===== src/rtl/matmul_host_seq.sv =====
// Host sequencer: kicks the matrix-multiply engine, then streams the result SRAM out via a 2-deep FIFO.
// Optional feature macro: RESULT_CHECKSUM_EN adds an XOR checksum output over the streamed words.
module matmul_host_seq #(
  parameter int unsigned ADDR_W = 12,
  parameter int unsigned DATA_W = 32
) (
  input  logic              clk,
  input  logic              reset,
  input  logic              cmd_valid,
  output logic              cmd_ready,
  input  logic [15:0]       cmd_count,
  output logic              dut_valid,
  input  logic              dut_ready,
  output logic [ADDR_W-1:0] host__tb__sram_result_read_address,
  input  logic [DATA_W-1:0] tb__host__sram_result_read_data,
  output logic              m_valid,
  input  logic              m_ready,
  output logic [DATA_W-1:0] m_data,
  output logic              job_done
`ifdef RESULT_CHECKSUM_EN
  ,
  output logic [DATA_W-1:0] checksum
`endif
);

  typedef enum logic [2:0] {StIdle, StArm, StKick, StBusy, StDrain, StDone} state_e;

  state_e            state_q, state_d;
  logic [15:0]       count_q;
  logic [15:0]       issued_q;
  logic [15:0]       accepted_q;
  logic              inflight_q;
  logic [DATA_W-1:0] fifo_q [2];
  logic              wr_ptr_q;
  logic              rd_ptr_q;
  logic [1:0]        occ_q;

  logic       accept;
  logic       pop;
  logic       issue;
  logic       last_pop;
  logic [2:0] pending;

  always_comb begin
    accept   = (state_q == StIdle) && cmd_valid;
    m_valid  = (occ_q != 2'd0);
    pop      = m_valid && m_ready;
    // Slots already spoken for once this cycle's pop is accounted for.
    pending  = {2'b0, inflight_q} + {1'b0, occ_q} - {2'b0, pop};
    issue    = (state_q == StDrain) && (issued_q < count_q) && (pending < 3'd2);
    last_pop = pop && (accepted_q == count_q - 16'd1);
    m_data   = m_valid ? fifo_q[rd_ptr_q] : '0;
    host__tb__sram_result_read_address = issued_q[ADDR_W-1:0];
  end

  always_comb begin
    state_d   = state_q;
    cmd_ready = 1'b0;
    dut_valid = 1'b0;
    job_done  = 1'b0;
    case (state_q)
      StIdle: begin
        cmd_ready = 1'b1;
        if (cmd_valid) state_d = StArm;
      end
      StArm: begin
        if (dut_ready) state_d = StKick;
      end
      StKick: begin
        dut_valid = 1'b1;
        if (!dut_ready) state_d = StBusy;
      end
      StBusy: begin
        if (dut_ready) state_d = (count_q == 16'd0) ? StDone : StDrain;
      end
      StDrain: begin
        if (last_pop) state_d = StDone;
      end
      StDone: begin
        job_done = 1'b1;
        state_d  = StIdle;
      end
      default: state_d = StIdle;
    endcase
  end

  always_ff @(posedge clk) begin
    if (reset) begin
      state_q    <= StIdle;
      count_q    <= '0;
      issued_q   <= '0;
      accepted_q <= '0;
      inflight_q <= 1'b0;
      fifo_q[0]  <= '0;
      fifo_q[1]  <= '0;
      wr_ptr_q   <= 1'b0;
      rd_ptr_q   <= 1'b0;
      occ_q      <= '0;
    end else begin
      state_q <= state_d;
      if (accept) begin
        count_q    <= cmd_count;
        issued_q   <= '0;
        accepted_q <= '0;
      end else begin
        if (issue) issued_q <= issued_q + 16'd1;
        if (pop) accepted_q <= accepted_q + 16'd1;
      end
      // SRAM returns data one cycle after the address, so the in-flight read lands now.
      inflight_q <= issue;
      if (inflight_q) begin
        fifo_q[wr_ptr_q] <= tb__host__sram_result_read_data;
        wr_ptr_q         <= ~wr_ptr_q;
      end
      if (pop) rd_ptr_q <= ~rd_ptr_q;
      occ_q <= occ_q + {1'b0, inflight_q} - {1'b0, pop};
    end
  end

`ifdef RESULT_CHECKSUM_EN
  logic [DATA_W-1:0] checksum_q;

  always_ff @(posedge clk) begin
    if (reset) begin
      checksum_q <= '0;
    end else if (accept) begin
      checksum_q <= '0;
    end else if (pop) begin
      checksum_q <= checksum_q ^ m_data;
    end
  end

  always_comb checksum = checksum_q;
`endif

endmodule


===== config.mk =====
export PLATFORM = sky130hd
export DESIGN_NAME = matmul_host_seq
export DESIGN_NICKNAME = d
export VERILOG_FILES = /design/src/rtl/matmul_host_seq.sv
export SDC_FILE = /design/constraint.sdc
export NUM_CORES = 1
export LEC_CHECK = 0
export CAP_MARGIN = 20
export CORE_MARGIN = 8
export CORE_UTILIZATION = 49
export CTS_CLUSTER_DIAMETER = 40
export DETAILED_ROUTE_END_ITERATION = 8
export PLACE_DENSITY_LB_ADDON = 0.2
export SKIP_CTS_REPAIR_TIMING = 1
export SLEW_MARGIN = 15
export SYNTH_ARGS = -nofsm -noshare
export SYNTH_HDL_FRONTEND = slang
export SYNTH_SLANG_ARGS = --single-unit

===== constraint.sdc =====
create_clock -name clk -period 3.6 [get_ports clk]
set_input_delay 0.72 -clock clk [delete_from_list [all_inputs] [get_ports clk]]
set_output_delay 0.72 -clock clk [all_outputs]
set_load 0.02 [all_outputs]

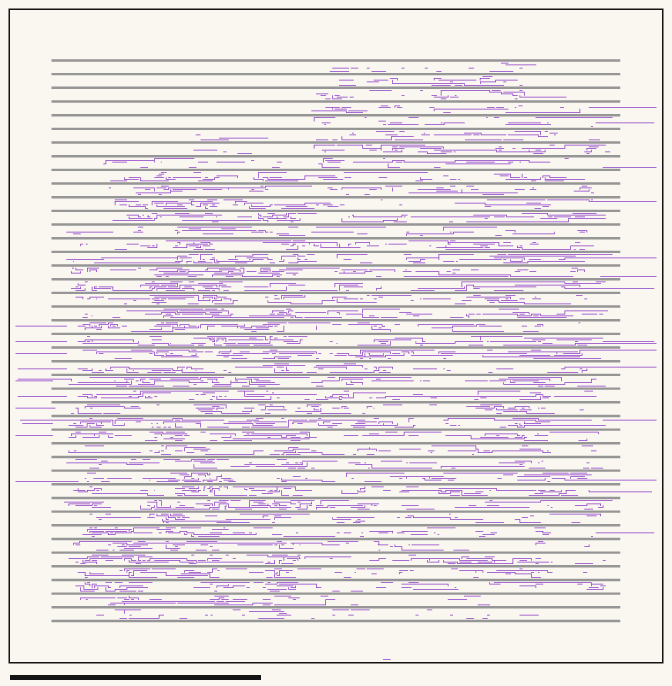
(metal 1)
Scale bar: 50 um. Supply wires on this layer in gray.
main direction: horizontal
share of all routed wire: 43%

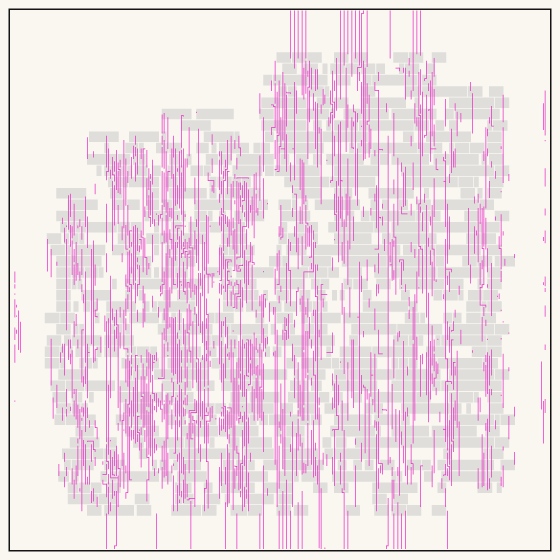
(met2 routing)
main direction: vertical
wire length on this layer: 7440 um
share of all routed wire: 49%
nets with wire on the layer: 693

==> impl_results.html <==
<!-- implementation run metrics -->
<table>
<tr><th>Metric</th><th>Value</th></tr>
<tr><th colspan="2">Status</th></tr>
<tr><td>Status</td><td>finished clean</td></tr>
<tr><th colspan="2">Synth</th></tr>
<tr><td>Netlist area before placement</td><td>0.00634 mm2</td></tr>
<tr><td>Primary flip-flop cell chosen by synthesis mapping</td><td>sky130_fd_sc_hd__edfxtp_1</td></tr>
<tr><td>Synth warnings</td><td>0</td></tr>
<tr><td>Leading post-synthesis cells by cell area</td><td>sky130_fd_sc_hd__edfxtp_1 30%, sky130_fd_sc_hd__dfxtp_1 18%, sky130_fd_sc_hd__and2_1 6.6%</td></tr>
<tr><td>Most repeated cell in the gate-level netlist after synthesis</td><td>sky130_fd_sc_hd__nor2_1</td></tr>
<tr><td>Synthesized area per cell</td><td>9.79 um2</td></tr>
<tr><td>List of most frequent post-synthesis cells</td><td>68 x sky130_fd_sc_hd__nor2_1, 67 x sky130_fd_sc_hd__and2_1, 64 x sky130_fd_sc_hd__edfxtp_1</td></tr>
<tr><td>Number of flops mapped to enable cells by yosys</td><td>around 64</td></tr>
<tr><th colspan="2">Final layout</th></tr>
<tr><td>Layout sequential cell count</td><td>~120</td></tr>
<tr><td>Share of the core filled with cells</td><td>63.8%</td></tr>
<tr><td>Most common logic cell in the routed design</td><td>sky130_fd_sc_hd__clkdlybuf4s50_1</td></tr>
<tr><td>Area delta synth-&gt;final</td><td>27.1%</td></tr>
<tr><td>Number of nets in the layout</td><td>811</td></tr>
<tr><td>Multi-input gate area in the final layout</td><td>~0.0030 mm2</td></tr>
<tr><td>Fraction of area in non-clock buffers</td><td>13.9%</td></tr>
<tr><td>Antenna diodes</td><td>0</td></tr>
<tr><th colspan="2">Global route</th></tr>
<tr><td>All-layer global routing usage</td><td>18.4%</td></tr>
<tr><td>Global-route congestion overflow total</td><td>0</td></tr>
<tr><td>Largest net degree at the start of global routing</td><td>34</td></tr>
<tr><th colspan="2">Critical path</th></tr>
<tr><td>Critical Path Fanout Max</td><td>17</td></tr>
<tr><td>CP Cell Sequence</td><td>clkdlybuf4s50_1 &gt; o21a_1 &gt; ha_1 &gt; inv_1 &gt; ha_1 &gt; inv_1 &gt; fa_1 &gt; nor2b_1 &gt; nand4_1 &gt; or3_1 &gt; buf_4 &gt; or4_4 &gt; a21oi_2</td></tr>
<tr><td>Buffers &amp; Inverters on Critical Path</td><td>4</td></tr>
<tr><td>R2r setup slk</td><td>0.50 ns</td></tr>
<tr><th colspan="2">Power</th></tr>
<tr><td>Combinational share of power</td><td>22.0%</td></tr>
<tr><td>Sequential power</td><td>1.60 mW</td></tr>
<tr><td>Share of power burned in registers</td><td>37.6%</td></tr>
<tr><th colspan="2">Clocking</th></tr>
<tr><td>Number of clock sinks seen by CTS</td><td>121</td></tr>
<tr><td>H-Tree Depth</td><td>4</td></tr>
<tr><td>Longest Clk Path Bufs</td><td>2</td></tr>
<tr><td>Number of buffers added by the clock tree synthesis step</td><td>17</td></tr>
<tr><td>Clk latency late pin</td><td>around 0.4 ns</td></tr>
<tr><td>Clock root cell</td><td>sky130_fd_sc_hd__clkbuf_16</td></tr>
<tr><th colspan="2">Die</th></tr>
<tr><td>Floorplan-stage core utilization</td><td>between 50% and 60%</td></tr>
<tr><th colspan="2">Placed design</th></tr>
<tr><td>Placed wire-length estimate</td><td>between 10000 and 15000 um</td></tr>
<tr><td>Port bufs</td><td>100</td></tr>
<tr><th colspan="2">STA</th></tr>
<tr><td>Upper clock frequency limit</td><td>0.294 GHz</td></tr>
<tr><td>Final worst setup slack</td><td>between 0.15 and 0.2 ns</td></tr>
<tr><td>Final worst hold slack</td><td>0.512 ns</td></tr>
<tr><td>RSZ-0062 raised after global routing</td><td>false</td></tr>
<tr><td>Setup Viol. Count Final</td><td>0</td></tr>
<tr><th colspan="2">Hold path</th></tr>
<tr><td>Hold Crit Class</td><td>reg2reg</td></tr>
<tr><td>Worst hold endpoint</td><td>count_q[15]$_SDFFE_PP0P_</td></tr>
<tr><th colspan="2">Routing</th></tr>
<tr><td>Number of iterations in the first detailed-routing pass</td><td>5</td></tr>
</table>
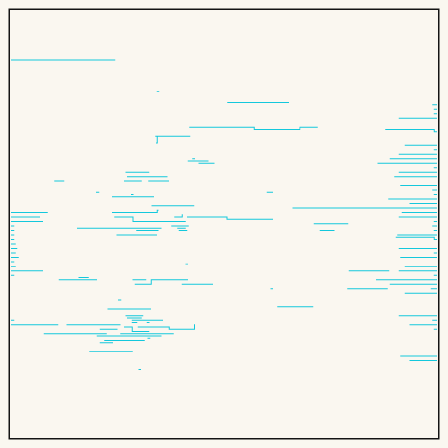
(the metal 3 layer)
wire length on this layer: 979 um
longest straight run: 43.5 um
nets with wire on the layer: 96
via count: 5044
fraction of met3 tracks used by global routing: 4.57%
Routed Wire Length: 15300 um

==> logic make-up after synthesis <==
family          after synthesis  synth area share [%]
xor+xnor                     38                  5.25
fa+ha+maj                    22                  4.46
buf+inv                      70                  5.21
simple gates                280                  23.2
compound gates               83                  8.33
flops                       121                  48.3
mux                          33                  5.21
==> per-layer routing <==
metal	track usage, %	part of all wire (%)	vias up
li1	-	-	2441
met1	22.0	43	2418
met2	31.6	49	161
met4	6.28	1.6	0
met3	4.57	6.4	24
met5	0	0	-
==> sequential cells by signal (all words and copies together), names as in the netlist, named ones only <==
register	flops
fifo_q	64
accepted_q	16
count_q	16
issued_q	16
state_q	3
occ_q	2
inflight_q	1
rd_ptr_q	1
wr_ptr_q	1
Power is estimated from default activity; no workload was simulated.
